--- src/rtl/weight_load_ctrl.sv ---
// Filter-load sequencer for the conv weight_buffer: streams one R x S filter per pass,
// hands it to the conv engine, and repeats for every filter in the layer.
module weight_load_ctrl #(
    parameter int INPUT_WIDTH  = 32,
    parameter int WEIGHT_WIDTH = 8,
    parameter int MAX_RS       = 5,
    parameter int CNT_WIDTH    = 16
) (
    input  logic                   CLK,
    input  logic                   RESET,
    input  logic                   CFG_START,
    input  logic [3:0]             CFG_R,
    input  logic [3:0]             CFG_S,
    input  logic [CNT_WIDTH-1:0]   CFG_NUM_FILTERS,
    input  logic [INPUT_WIDTH-1:0] S_TDATA,
    input  logic                   S_TVALID,
    output logic                   S_TREADY,
    output logic                   WB_WR_EN,
    output logic                   WB_WR_VALID,
    output logic [INPUT_WIDTH-1:0] WB_WR_DATA,
    output logic [3:0]             WB_PARAM_R,
    output logic [3:0]             WB_PARAM_S,
    output logic                   WB_CLEAR,
    input  logic                   WB_FULL,
    output logic                   ENG_WEIGHTS_READY,
    input  logic                   ENG_DONE,
    output logic [CNT_WIDTH-1:0]   FILTER_IDX,
    output logic                   BUSY,
    output logic                   LAYER_DONE,
    output logic                   CFG_ERR
);

    localparam int MAX_WORDS = (MAX_RS * MAX_RS * WEIGHT_WIDTH + INPUT_WIDTH - 1) / INPUT_WIDTH;
    localparam int WCNT_W    = $clog2(MAX_WORDS + 1);

    localparam logic [3:0]           MAX_RS_4 = 4'(MAX_RS);
    localparam logic [WCNT_W-1:0]    WCNT_ONE = WCNT_W'(1);
    localparam logic [CNT_WIDTH-1:0] CNT_ONE  = CNT_WIDTH'(1);

    typedef enum logic [2:0] {
        S_IDLE,
        S_CLEAR,
        S_LOAD,
        S_WAIT_FULL,
        S_READY
    } state_t;

    state_t                 state_q,       state_d;
    logic [3:0]             param_r_q,     param_r_d;
    logic [3:0]             param_s_q,     param_s_d;
    logic [CNT_WIDTH-1:0]   num_filters_q, num_filters_d;
    logic [WCNT_W-1:0]      wpf_q,         wpf_d;
    logic [WCNT_W-1:0]      word_cnt_q,    word_cnt_d;
    logic [CNT_WIDTH-1:0]   filter_idx_q,  filter_idx_d;
    logic                   clear_q,       clear_d;
    logic                   ready_q,       ready_d;
    logic                   busy_q,        busy_d;
    logic                   layer_done_q,  layer_done_d;
    logic                   cfg_err_q,     cfg_err_d;

    logic                   in_load;
    logic                   s_tready;
    logic                   accept;
    logic                   cfg_bad;
    logic [31:0]            cfg_bits;
    logic [WCNT_W-1:0]      cfg_wpf;

    // Words per filter: R*S weights packed into stream words, rounded up.
    assign cfg_bits = 32'(CFG_R) * 32'(CFG_S) * 32'(WEIGHT_WIDTH);
    assign cfg_wpf  = WCNT_W'((cfg_bits + 32'(INPUT_WIDTH - 1)) / 32'(INPUT_WIDTH));
    assign cfg_bad  = (CFG_R == '0) || (CFG_S == '0) || (CFG_R > MAX_RS_4) || (CFG_S > MAX_RS_4);

    // An early FULL from the buffer throttles the stream immediately.
    assign in_load  = (state_q == S_LOAD);
    assign s_tready = in_load && !WB_FULL;
    assign accept   = S_TVALID && s_tready;

    always_comb begin
        // NOTE: every _d gets a hold default first so no path through the case infers a latch.
        state_d       = state_q;
        param_r_d     = param_r_q;
        param_s_d     = param_s_q;
        num_filters_d = num_filters_q;
        wpf_d         = wpf_q;
        word_cnt_d    = word_cnt_q;
        filter_idx_d  = filter_idx_q;
        cfg_err_d     = cfg_err_q;
        layer_done_d  = 1'b0;

        unique case (state_q)
            S_IDLE: begin
                if (CFG_START) begin
                    if (cfg_bad) begin
                        cfg_err_d = 1'b1;
                    end else begin
                        cfg_err_d     = 1'b0;
                        param_r_d     = CFG_R;
                        param_s_d     = CFG_S;
                        num_filters_d = CFG_NUM_FILTERS;
                        wpf_d         = cfg_wpf;
                        filter_idx_d  = '0;
                        if (CFG_NUM_FILTERS == '0) begin
                            layer_done_d = 1'b1;
                        end else begin
                            state_d = S_CLEAR;
                        end
                    end
                end
            end
            S_CLEAR: begin
                word_cnt_d = '0;
                state_d    = S_LOAD;
            end
            S_LOAD: begin
                if (WB_FULL) begin
                    state_d = S_READY;
                end else if (accept) begin
                    word_cnt_d = word_cnt_q + WCNT_ONE;
                    if (word_cnt_q + WCNT_ONE == wpf_q) begin
                        state_d = S_WAIT_FULL;
                    end
                end
            end
            S_WAIT_FULL: begin
                if (WB_FULL) begin
                    state_d = S_READY;
                end
            end
            S_READY: begin
                if (ENG_DONE) begin
                    if (filter_idx_q + CNT_ONE == num_filters_q) begin
                        filter_idx_d = '0;
                        layer_done_d = 1'b1;
                        state_d      = S_IDLE;
                    end else begin
                        filter_idx_d = filter_idx_q + CNT_ONE;
                        state_d      = S_CLEAR;
                    end
                end
            end
            default: state_d = S_IDLE;
        endcase

        clear_d = (state_d == S_CLEAR);
        ready_d = (state_d == S_READY);
        busy_d  = (state_d != S_IDLE);
    end

    always_ff @(posedge CLK) begin
        if (RESET) begin
            state_q       <= S_IDLE;
            param_r_q     <= '0;
            param_s_q     <= '0;
            num_filters_q <= '0;
            wpf_q         <= '0;
            word_cnt_q    <= '0;
            filter_idx_q  <= '0;
            clear_q       <= 1'b0;
            ready_q       <= 1'b0;
            busy_q        <= 1'b0;
            layer_done_q  <= 1'b0;
            cfg_err_q     <= 1'b0;
        end else begin
            // NOTE: non-blocking so every flop samples the same pre-edge _d values.
            state_q       <= state_d;
            param_r_q     <= param_r_d;
            param_s_q     <= param_s_d;
            num_filters_q <= num_filters_d;
            wpf_q         <= wpf_d;
            word_cnt_q    <= word_cnt_d;
            filter_idx_q  <= filter_idx_d;
            clear_q       <= clear_d;
            ready_q       <= ready_d;
            busy_q        <= busy_d;
            layer_done_q  <= layer_done_d;
            cfg_err_q     <= cfg_err_d;
        end
    end

    assign S_TREADY          = s_tready;
    assign WB_WR_EN          = in_load;
    assign WB_WR_VALID       = accept;
    assign WB_WR_DATA        = in_load ? S_TDATA : '0;
    assign WB_PARAM_R        = param_r_q;
    assign WB_PARAM_S        = param_s_q;
    assign WB_CLEAR          = clear_q;
    assign ENG_WEIGHTS_READY = ready_q;
    assign FILTER_IDX        = filter_idx_q;
    assign BUSY              = busy_q;
    assign LAYER_DONE        = layer_done_q;
    assign CFG_ERR           = cfg_err_q;

endmodule

--- config.mk ---
export PLATFORM = sky130hd
export DESIGN_NAME = weight_load_ctrl
export DESIGN_NICKNAME = d
export VERILOG_FILES = /design/src/rtl/weight_load_ctrl.sv
export SDC_FILE = /design/constraint.sdc
export NUM_CORES = 1
export LEC_CHECK = 0
export CELL_PAD_IN_SITES_DETAIL_PLACEMENT = 1
export CELL_PAD_IN_SITES_GLOBAL_PLACEMENT = 1
export CORE_UTILIZATION = 28
export DETAILED_ROUTE_END_ITERATION = 6
export GPL_ROUTABILITY_DRIVEN = 0
export PLACE_DENSITY = 0.83
export REMOVE_ABC_BUFFERS = 1
export SYNTH_ARGS = -nofsm -noshare
export SYNTH_HDL_FRONTEND = slang
export SYNTH_SLANG_ARGS = --single-unit
--- constraint.sdc ---
create_clock -name CLK -period 2.6 [get_ports CLK]
set_input_delay 0.39 -clock CLK [delete_from_list [all_inputs] [get_ports CLK]]
set_output_delay 0.39 -clock CLK [all_outputs]
set_load 0.005 [all_outputs]
**Signal wires by layer**

Only two layers are drawn.
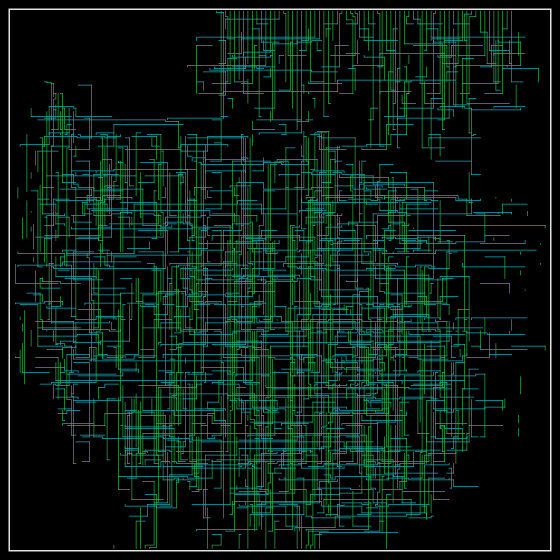
legend:
  met1:
    colour: cyan
    wire_length: 5890 um
  met2:
    colour: green
    wire_length: 7570 um

==> job_summary.md <==
### Flow metrics

| Metric | Value |
|---|---|
| Final wirelength | `14500 um` |
| Crit-path most repeated cell | `or4_4` |
| I/O Pins | `126` |
| Initial core utilization | `29.0%` |
| Failing checks | `design-rule violations, negative setup slack` |
| Post-synthesis cell count | `428` |
| DP Area | `5190 sq um` |
| Status | `complete, but fails checks` |
| Worst Tran Pin Value | `581 ps` |
| Final Setup Violations | `21` |
| Clock transition at the registers of the reported paths | `70 ps` |
| Largest net degree at the start of global routing | `42` |
| Setup WS post-layout | `-324 ps` |
| Total gr overflow | `0` |
| Worst path required time | `2780 ps` |
| # DRC | `8` |
| CTS tree | `done` |
| Post-route cell area | `5720 sq um` |
| Met3 GRT Util | `2.79%` |
| Port buffer count | `125` |
| Final #Nets | `683` |
| CTS Sinks | `54` |
**Clock routing**

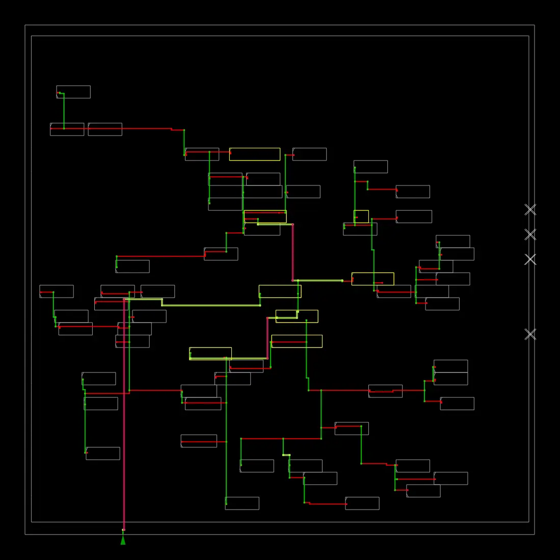
CTS Buf Count: 5
flop count: 54
Clock net power: 881 uW
skew final: 13.1 ps
clk ins delay skew pair: 300 ps

==> worst min-delay path: cells and delay by family, from the launching register on <==
kind            cells  cell delay, ps
flops               1             320
simple gates        1              50
compound gates      1              50
==> timing repair <==
item | in CTS | in global routing
setup endpoints to repair | 52 | 54
gates resized | 41 | 15
setup buffers | 6 | 4
pin swaps | 17 | 19
gates cloned | 1 | 1
==> state kept, by name (all words and copies together), names as in the netlist <==
signal	count
BUSY	1
CFG_ERR	1
ENG_WEIGHTS_READY	1
FILTER_IDX	16
LAYER_DONE	1
WB_CLEAR	1
WB_PARAM_R	4
WB_PARAM_S	4
num_filters_q	16
state_q	3
word_cnt_q	3
wpf_q	3
==> synthesized netlist by cell type (6+ instances only) <==
cell,instances
buf_2,6
a21oi_1,32
inv_1,10
dfxtp_1,54
nand3_1,9
and2_1,37
nor4_1,11
clkbuf_1,16
ha_1,6
xor2_1,7
nand2_1,79
nor3_1,10
a211oi_1,7
nor2_1,23
nand4_1,6
xnor2_1,23
==> power breakdown <==
| group | internal, mW | switching [mW] | total (mW) | leakage (nW) |
|---|---|---|---|---|
| logic | 0.200 | 0.155 | 0.355 | 1.66 |
| registers | 0.839 | 0.0105 | 0.849 | 0.440 |
| clock network | 0.554 | 0.327 | 0.881 | 0.0940 |
==> routing by layer <==
metal  part of all wire [%]  vias to the layer above  routed length [um]
li1                       -                     1869                   -
met1                     41                     1911                5890
met2                     52                      118                7570
met3                    4.8                       28                 702
met4                    2.5                        0                 358
met5                      0                        -                   0
==> cell families (layout without fill, tap and decap cells) <==
family | after synthesis | count (layout) | synth area share, %
xor gates and xnor gates | 30 | 30 | 7.87
adders and majority gates | 9 | 9 | 4.05
DFF | 54 | 54 | 32.4
buffers and inverters | 35 | 220 | 4.39
and+or+nand+nor | 215 | 215 | 34.4
AOI/OAI and AO/OA | 85 | 85 | 16.9
==> area by class of cell <==
class                   instances  area [sq um]  share of cell area [%]
clock buffers                   5           125                    2.19
clock inverters                 3          68.8                    1.20
inverters                      10          37.5                   0.656
multi-input cells             339          2290                    40.0
flip-flops and latches         54          1090                    19.1
well taps                     143           179                    3.13
repair buffers                202          1930                    33.7
==> final timing paths <==
| path | startpoint | end | slack, ps | depth (start not counted) |
|---|---|---|---|---|
| max | FILTER_IDX[4] | FILTER_IDX[1] | -320 | 10 |
| min | num_filters_q[13] | num_filters_q[13] | 470 | 2 |
| max reg2reg | FILTER_IDX[4] | FILTER_IDX[1] | -320 | 10 |
| min reg2reg | num_filters_q[13] | num_filters_q[13] | 470 | 2 |
Power figures rest on the tool's default switching activity, not on a simulated workload.
